## config.mk

```make
export PLATFORM = sky130hd
export DESIGN_NAME = vec_mem_sequencer
export DESIGN_NICKNAME = d
export VERILOG_FILES = /design/src/rtl/vseq_pkg.sv /design/src/rtl/vseq_rd_tracker.sv /design/src/rtl/vec_mem_sequencer.sv
export SDC_FILE = /design/constraint.sdc
export NUM_CORES = 1
export LEC_CHECK = 0
export ABC_CLOCK_PERIOD_IN_PS = 87000
export CORE_AREA = 2 2 239 241
export DETAILED_ROUTE_END_ITERATION = 8
export DIE_AREA = 0 0 241 243
export GPL_TIMING_DRIVEN = 0
export PLACE_DENSITY = 0.67
export SLEW_MARGIN = 10
export SYNTH_ARGS = -nofsm -noshare
export SYNTH_HDL_FRONTEND = slang
export SYNTH_SLANG_ARGS = --single-unit
```

## constraint.sdc

```tcl
create_clock -name clk -period 87 [get_ports clk]
set_clock_uncertainty 0.1 [all_clocks]
set_input_delay 21.75 -clock clk [delete_from_list [all_inputs] [get_ports clk]]
set_output_delay 21.75 -clock clk [all_outputs]
set_load 0.01 [all_outputs]
```

## src/rtl/vseq_pkg.sv

```systemverilog
// ----------------------------------------------------------------------------
// vseq_pkg
// Shared types and helpers for the vector memory sequencer.
//   vseq_state_t   : sequencer FSM states
//   clog2()        : index width for an element count
//   VSEQ_*_DEF     : default vector geometry
// ----------------------------------------------------------------------------
package vseq_pkg;

    localparam int VSEQ_ELEMS_DEF = 16;
    localparam int VSEQ_EW_DEF    = 16;

    typedef enum logic [2:0] {
        IDLE,
        WRITE,
        READ,
        DRAIN,
        DONE
    } vseq_state_t;

    // Number of bits needed to index n items (n >= 2).
    function automatic int clog2(input int n);
        int r;
        r = 0;
        for (int v = n - 1; v > 0; v = v >> 1) begin
            r = r + 1;
        end
        return r;
    endfunction

endpackage

```

## src/rtl/vseq_rd_tracker.sv

```systemverilog
// ----------------------------------------------------------------------------
// vseq_rd_tracker
// Shift pipe of {valid, element index} matching the RAM read latency, so each
// read result can be written to the right element slot when it arrives.
// Ports:
//   clk, rst            : core clock, asynchronous active-low reset
//   push_valid/push_idx : read issued this cycle and its element index
//   retire_valid/idx    : ram_q this cycle belongs to element retire_idx
//   empty               : nothing is in flight beyond the entry retiring now
// ----------------------------------------------------------------------------
module vseq_rd_tracker #(
    parameter int RD_LAT = 1,
    parameter int IW     = 4
) (
    input  logic          clk,
    input  logic          rst,
    input  logic          push_valid,
    input  logic [IW-1:0] push_idx,
    output logic          retire_valid,
    output logic [IW-1:0] retire_idx,
    output logic          empty
);

    // Stage 0 is the newest entry, stage RD_LAT-1 lines up with ram_q.
    logic [RD_LAT-1:0] vld_p;
    logic [IW-1:0]     idx_p [RD_LAT];

    always_ff @(posedge clk or negedge rst) begin
        if (!rst) begin
            vld_p <= '0;
        end else begin
            vld_p[0] <= push_valid;
            for (int s = 1; s < RD_LAT; s++) begin
                vld_p[s] <= vld_p[s-1];
            end
        end
    end

    // Indices are qualified by vld_p, so they need no reset.
    always_ff @(posedge clk) begin
        idx_p[0] <= push_idx;
        for (int s = 1; s < RD_LAT; s++) begin
            idx_p[s] <= idx_p[s-1];
        end
    end

    assign retire_valid = vld_p[RD_LAT-1];
    assign retire_idx   = idx_p[RD_LAT-1];

    // "empty" looks past the retiring stage so the parent can leave DRAIN in
    // the same cycle the final element is captured.
    generate
        if (RD_LAT == 1) begin : g_single
            assign empty = 1'b1;
        end else begin : g_multi
            assign empty = ~|vld_p[RD_LAT-2:0];
        end
    endgenerate

endmodule

```

## src/rtl/vec_mem_sequencer.sv

```systemverilog
// ----------------------------------------------------------------------------
// vec_mem_sequencer
// MEM-stage sequencer for a single-port data RAM. A vector load/store is
// expanded into ELEMS consecutive element accesses; a scalar access is a
// single element. The pipeline is stalled while the sequencer owns the RAM,
// and a gathered load vector plus its destination register are returned.
//
// Optional build macro: VSEQ_PERF_CNT_EN adds perf_busy / perf_xfers.
//
// Ports:
//   clk, rst             : core clock, asynchronous active-low reset
//   req_valid            : request, held by the requester until done
//   req_write/req_vector : store/load, vector/scalar
//   req_addr             : base address
//   req_wvec/req_wscalar : store data (element i at [i*EW+:EW])
//   req_rd               : destination register of a load
//   ram_addr/wren/wdata  : RAM command, ram_q : RAM read data
//   stall                : freeze IF..EX/MEM registers
//   done                 : one-cycle completion pulse
//   rdata/rd_out         : last completed load vector and its register
//   perf_busy/perf_xfers : (VSEQ_PERF_CNT_EN) stall cycles / done pulses
// ----------------------------------------------------------------------------
module vec_mem_sequencer
    import vseq_pkg::*;
#(
    parameter int ELEMS  = VSEQ_ELEMS_DEF,
    parameter int EW     = VSEQ_EW_DEF,
    parameter int AW     = 19,
    parameter int RD_LAT = 1
) (
    input  logic                clk,
    input  logic                rst,
    input  logic                req_valid,
    input  logic                req_write,
    input  logic                req_vector,
    input  logic [AW-1:0]       req_addr,
    input  logic [ELEMS*EW-1:0] req_wvec,
    input  logic [EW-1:0]       req_wscalar,
    input  logic [4:0]          req_rd,
    output logic [AW-1:0]       ram_addr,
    output logic                ram_wren,
    output logic [EW-1:0]       ram_wdata,
    input  logic [EW-1:0]       ram_q,
    output logic                stall,
    output logic                done,
    output logic [ELEMS*EW-1:0] rdata,
    output logic [4:0]          rd_out
`ifdef VSEQ_PERF_CNT_EN
    ,
    output logic [31:0]         perf_busy,
    output logic [31:0]         perf_xfers
`endif
);

    localparam int            IW       = clog2(ELEMS);
    localparam logic [IW-1:0] LAST_IDX = IW'(ELEMS - 1);

    vseq_state_t state, state_nxt;

    logic [IW-1:0]       idx;
    logic [AW-1:0]       addr_hold;

    logic [AW-1:0]       base_q;
    logic [ELEMS*EW-1:0] wvec_q;
    logic [EW-1:0]       wscalar_q;
    logic [4:0]          rd_q;
    logic                vec_q;

    logic                accept;
    logic                push_valid;
    logic                last_elem;
    logic [AW-1:0]       elem_addr;
    logic [EW-1:0]       wr_elem;

    logic                ret_valid;
    logic [IW-1:0]       ret_idx;
    logic                trk_empty;

    // Element address wraps naturally at AW bits.
    assign elem_addr = base_q + AW'(idx);
    assign last_elem = vec_q ? (idx == LAST_IDX) : 1'b1;
    assign wr_elem   = vec_q ? wvec_q[idx*EW +: EW] : wscalar_q;

    // ---- next state / outputs ----
    always_comb begin
        state_nxt  = state;
        accept     = 1'b0;
        push_valid = 1'b0;
        stall      = 1'b0;
        done       = 1'b0;
        ram_wren   = 1'b0;
        ram_wdata  = '0;
        ram_addr   = addr_hold;
        unique case (state)
            IDLE: begin
                // Gated by rst so stall reads 0 while reset is asserted.
                stall = rst & req_valid;
                if (req_valid) begin
                    accept    = 1'b1;
                    state_nxt = req_write ? WRITE : READ;
                end
            end
            WRITE: begin
                stall     = 1'b1;
                ram_wren  = 1'b1;
                ram_addr  = elem_addr;
                ram_wdata = wr_elem;
                if (last_elem) state_nxt = DONE;
            end
            READ: begin
                stall      = 1'b1;
                ram_addr   = elem_addr;
                push_valid = 1'b1;
                if (last_elem) state_nxt = DRAIN;
            end
            DRAIN: begin
                stall = 1'b1;
                if (trk_empty) state_nxt = DONE;
            end
            DONE: begin
                // The request is still held here; returning to IDLE without
                // looking at req_valid prevents a retrigger.
                done      = 1'b1;
                state_nxt = IDLE;
            end
            default: state_nxt = IDLE;
        endcase
    end

    // ---- control registers ----
    always_ff @(posedge clk or negedge rst) begin
        if (!rst) begin
            state     <= IDLE;
            idx       <= '0;
            addr_hold <= '0;
            rd_out    <= '0;
        end else begin
            state <= state_nxt;
            if (accept) begin
                idx <= '0;
            end else if (state == WRITE || state == READ) begin
                idx       <= last_elem ? '0 : idx + 1'b1;
                addr_hold <= elem_addr;
            end
            // Only loads pass through DRAIN; publish rd with the final element.
            if (state == DRAIN && trk_empty) begin
                rd_out <= rd_q;
            end
        end
    end

    // ---- request latch (datapath, qualified by state) ----
    always_ff @(posedge clk) begin
        if (accept) begin
            base_q    <= req_addr;
            wvec_q    <= req_wvec;
            wscalar_q <= req_wscalar;
            rd_q      <= req_rd;
            vec_q     <= req_vector;
        end
    end

    vseq_rd_tracker #(
        .RD_LAT (RD_LAT),
        .IW     (IW)
    ) u_rd_tracker (
        .clk          (clk),
        .rst          (rst),
        .push_valid   (push_valid),
        .push_idx     (idx),
        .retire_valid (ret_valid),
        .retire_idx   (ret_idx),
        .empty        (trk_empty)
    );

    // ---- read capture ----
    always_ff @(posedge clk or negedge rst) begin
        if (!rst) begin
            rdata <= '0;
        end else if (ret_valid) begin
            if (vec_q) begin
                rdata[ret_idx*EW +: EW] <= ram_q;
            end else begin
                // Scalar load: element 0 only, upper elements cleared.
                rdata <= (ELEMS*EW)'(ram_q);
            end
        end
    end

`ifdef VSEQ_PERF_CNT_EN
    function automatic logic [31:0] sat_inc(input logic [31:0] v);
        return (v == '1) ? v : v + 32'd1;
    endfunction

    // ---- performance counters ----
    always_ff @(posedge clk or negedge rst) begin
        if (!rst) begin
            perf_busy  <= '0;
            perf_xfers <= '0;
        end else begin
            if (stall) perf_busy  <= sat_inc(perf_busy);
            if (done)  perf_xfers <= sat_inc(perf_xfers);
        end
    end
`endif

endmodule

```

**Placed cells, one color a class**

Fill, decap, tap and diode cells in gray.
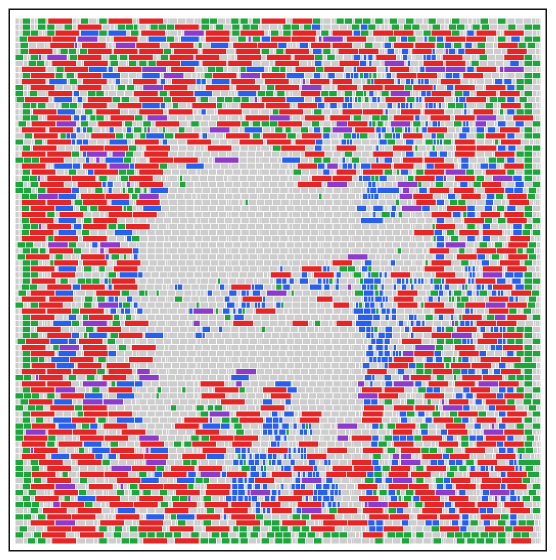
color	class	cells	share of their area
purple	clock drivers and dummy loads	119	6.9%
green	other buffers and delay cells	754	22%
red	flops	589	52%
blue	all other logic	727	19%
Core Region: 56000 sq um
fin area: 32400 sq um
share of the core filled with cells in the final layout: 57.9%
flip-flop and latch share of the layout cell area: 50.0%

**Signal metal coverage by tile**

The die is cut into 24 by 24 equal tiles; dark blue is low, red is high, scaled to the fullest tile. Values are wire area over tile area, all layers added.
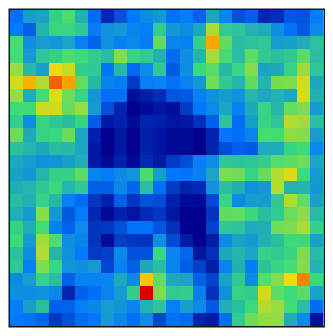
nearly empty tiles	2.4%
tiles over half the peak	17%
mean over tiles	0.21

**PDN straps and rails**

Scale bar: 50 microns. Pins as bars on the die edge. Tap cells in gray.
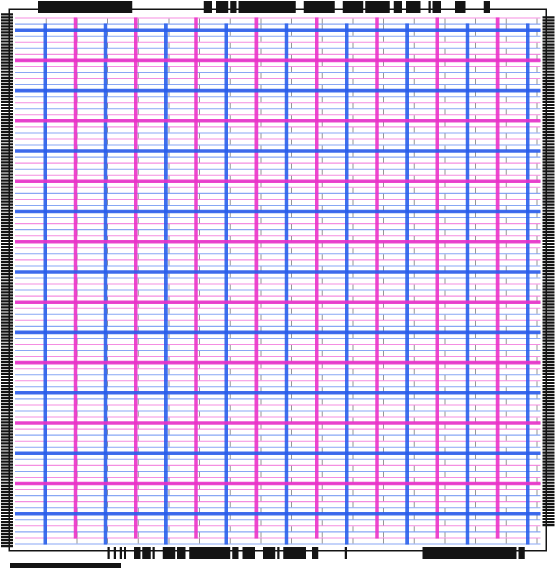
color	net
blue	VSS
magenta	VDD
met5 straps	17
met1 rails	88
signal pins	616
tap cells	756
met4 straps	17
chip height: 243 microns
peak supply drop: 16.8 uV
Die Wd: 241 microns

-- kinds of logic (layout without fill, tap and decap cells) --
logic type,after synthesis,in the layout,share of synthesized area (%)
AOI/OAI and AO/OA,368,368,12.7
xor gates and xnor gates,10,10,0.385
adders and majority gates,8,8,0.473
buffers and inverters,104,882,2.24
DFF,589,589,71.2
muxes,104,104,8.22
other,0,5,0
and+or+nand+nor,228,228,4.80
-- state kept, by name (all words and copies together), names as in the netlist --
name,count
addr_hold,19
u_rd_tracker.retire_valid,1
wvec_q,256
idx,4
rd_q,5
vec_q,1
wscalar_q,16
state,3
rd_out,5
u_rd_tracker.idx_p,4
rdata,256
base_q,19
-- layout by cell type (no fill, tap or decap), types with 20 or more instances in the layout --
cell / Yosys / final
nand2_1: 132 / 132
nor2_1: 22 / 22
clkdlybuf4s50_1: 0 / 614
mux4_2: 64 / 64
buf_2: 32 / 37
a211oi_1: 20 / 20
o22ai_1: 80 / 80
buf_4: 11 / 46
clkbuf_1: 40 / 55
edfxtp_1: 297 / 297
clkbuf_16: 0 / 69
a32o_1: 50 / 50
o2bb2ai_1: 124 / 124
o21ai_0: 32 / 32
mux2_2: 24 / 24
dfrtp_1: 288 / 288
-- metrics by stage --
step	instance area (sq um)	setup WS, ps	instances
3_3_place_gp	29900	19440	2782
3_5_place_dp	30200	41420	2826
6_report	32400	41460	2950
5_1_grt	32400	41260	2949
2_1_floorplan	22800	32000	1411
4_1_cts	32400	41410	2945
-- power by group --
group	internal (mW)	switching (mW)
Combinational	0.133	0.164
Sequential	0.362	0.0231
Clock	0.164	0.113
Total	0.659	0.300
==> results.txt <==
Flow results are below.

- The layout buffering overhead excluding clock cells is a little over a fifth, for reference.
- The final sequential cell count is between 500 and 600, for reference.
- The reported max-cap violation count is 0, for reference.
- The area growth from synthesis to final layout is 42.4%, for reference.
- The number of antenna violations at the first check in global routing came to 13.
- Of all nets on the critical path, the largest fanout is around 100.
- The via count of the first global-routing pass came to 16.5k.
- met3 track demand over resource after global routing is under 10%.
- Looking at the post-CTS report, the setup buffer insertion count equals 0.
- In this design, the stage delay of the slowest critical-path cell is ~650 ps.
- The slowest stage of the critical path is the clkdlybuf4s50_1 cell.
- The cell chosen for the clock root is clkbuf_16, for reference.
- After global routing the overflow that remains totals 0.
- Wire segments on met2 add up to 37200 microns in the final route.
- The timing report notes that buffer and inverter cells on the critical path total 3.
- The length in cells of the worst reg-to-reg path is 11, for reference.
- Summed over all nets, wire length on met3 after detailed routing comes to a little over 7000 microns.
- After clock tree synthesis, the repair step resized 0 gates.
- The synthesized design spends more area on one cell type than any other, namely edfxtp_1.
- Entering global routing, the biggest net connects around 110 pins.
- After detailed routing, the total wire length is roughly 74000 microns.
- The setup check on the worst reg-to-reg path leaves a slack of 83550 ps.
- The final max-slew violation count is 0, for reference.
- The post-synth tally of flip-flops with integrated enable is 297, for reference.
- The run finished with clean final reports.
- 718 cells are multi-input combinational gates.
- The final RePlAce weighted congestion is roughly 0.89, for reference.
- In the final routed layout, each cell accounts on average for about 25 microns.
- The number of synthesized register bits is 589, for reference.
- The die covers a little under 60000 sq um.
- The number of DRC violations after detailed-routing iteration 0 is between 1k and 1.5k, for reference.
- For this run, the leading register cell type out of synthesis is edfxtp_1.
- At the floorplan stage, the core utilization is reported as slightly above 40%.
- The total power divided by cell area is between 20 and 30 nW/um^2, for reference.
- Per the hold report, the tightest min-delay path originates at idx[2]$_DFFE_PN0P_.
- The total count of hold-check failures in the final report is 0, for reference.
- The floorplan report gives the top-level pin count as 616.
- The final layout reports a setup TNS of 0 ps.
- Counting the inverters off the clock network in the layout gives 9.
- The area of combinational cells with multiple inputs is slightly above 6000 sq um, for reference.
- Sorting the synthesized cells by area gives the leading types as edfxtp_1 39%, dfrtp_1 32%, mux4_2 6.3%, o2bb2ai_1 4.8%, a32o_1 2.2%.
- Among cell families on the critical path, the largest total delay comes from buffers and inverters.
- The number of port buffers is ~600, for reference.
- The report lists the cells along the critical path as buf_8 > buf_16 > nand2_1 > a21oi_1 > clkdlybuf4s50_1.
- The cell count listed in synth_stat.txt is roughly 1.4k, for reference.
- The clock passes through at most 3 buffers.
- The post-synthesis net count is 1736, for reference.
- The overall via count from detail_route is 16.1k, for reference.
- For the worst setup path, the data arrival time is between 20000 and 25000 ps.
- The highest layer touched by signal routing is met5.
- In the setup report, the worst path falls into the class in2out.
- The chip area line in the Yosys stat output reads 22800 sq um.
- Summed over its instances, the top area cell type makes up 39.2% of the synthesized netlist area.
- The repair_antennas step left the layout with diodes totalling 5.
- The net total in the final layout is ~2.5k, for reference.
- OpenROAD emitted warnings numbering 32.
- STA lists the startpoint of the worst register-to-register path as u_rd_tracker.idx_p[0][0]$_DFF_P_.
- The fraction of layout instances using a drive strength above 1 is roughly 14%, for reference.
- The worst setup path is launched from a primary input.
- The combined flip-flop and latch cell area is roughly 16000 sq um, for reference.
- The most frequent cell after synthesis is edfxtp_1, for reference.
- Setup repair after global routing left no endpoint under its margin.
- The reported leakage power is ~12 nW, for reference.
- The relative slew slack is between 30% and 40%, for reference.
- The transition time recorded at the tightest slew-check pin is 922 ps.
- The class of the worst hold path is reg2reg, for reference.
- As reported, the later end of the worst-skew pair has a clock insertion delay of ~600 ps.
- The HPWL after detailed placement is approximately 56000 microns, for reference.
- The maximum clock frequency is between 20 and 25 MHz, for reference.
- The area of the mapped netlist is 22800 sq um, for reference.
- The class occupying the most area after layout is reported as registers.
- The global routing usage on met2 is 42.8%, for reference.
- The layout report gives the multi-input gate share of total cell area as between 10% and 20%.
- In the final report, the number of endpoints failing setup comes to 0.
- The share of flip-flops with an asynchronous set or reset is about half, for reference.
- The gate count after technology mapping is between 1k and 1.5k, for reference.
- The minimum hold slack is ~350 ps, for reference.
- After layout, the minimum clock period comes to 45540 ps.
- The post-route DRC violation count is 0, for reference.
- The endpoint of the worst setup timing path is stall, for reference.
- The portion of the post-synthesis area used by sequential elements is just over 70%, for reference.
- For this run, the detailed router's first-pass iteration total came to 5.
- Summed over all routing layers, the global router reports a total usage of approximately a quarter.
- The number of warnings issued by yosys is 0, for reference.
- After layout, the design draws a total of 0.959 mW.
- Tap insertion was completed with ~760 tapcells.
No activity file was given, so power comes from the tool's default toggle rates.
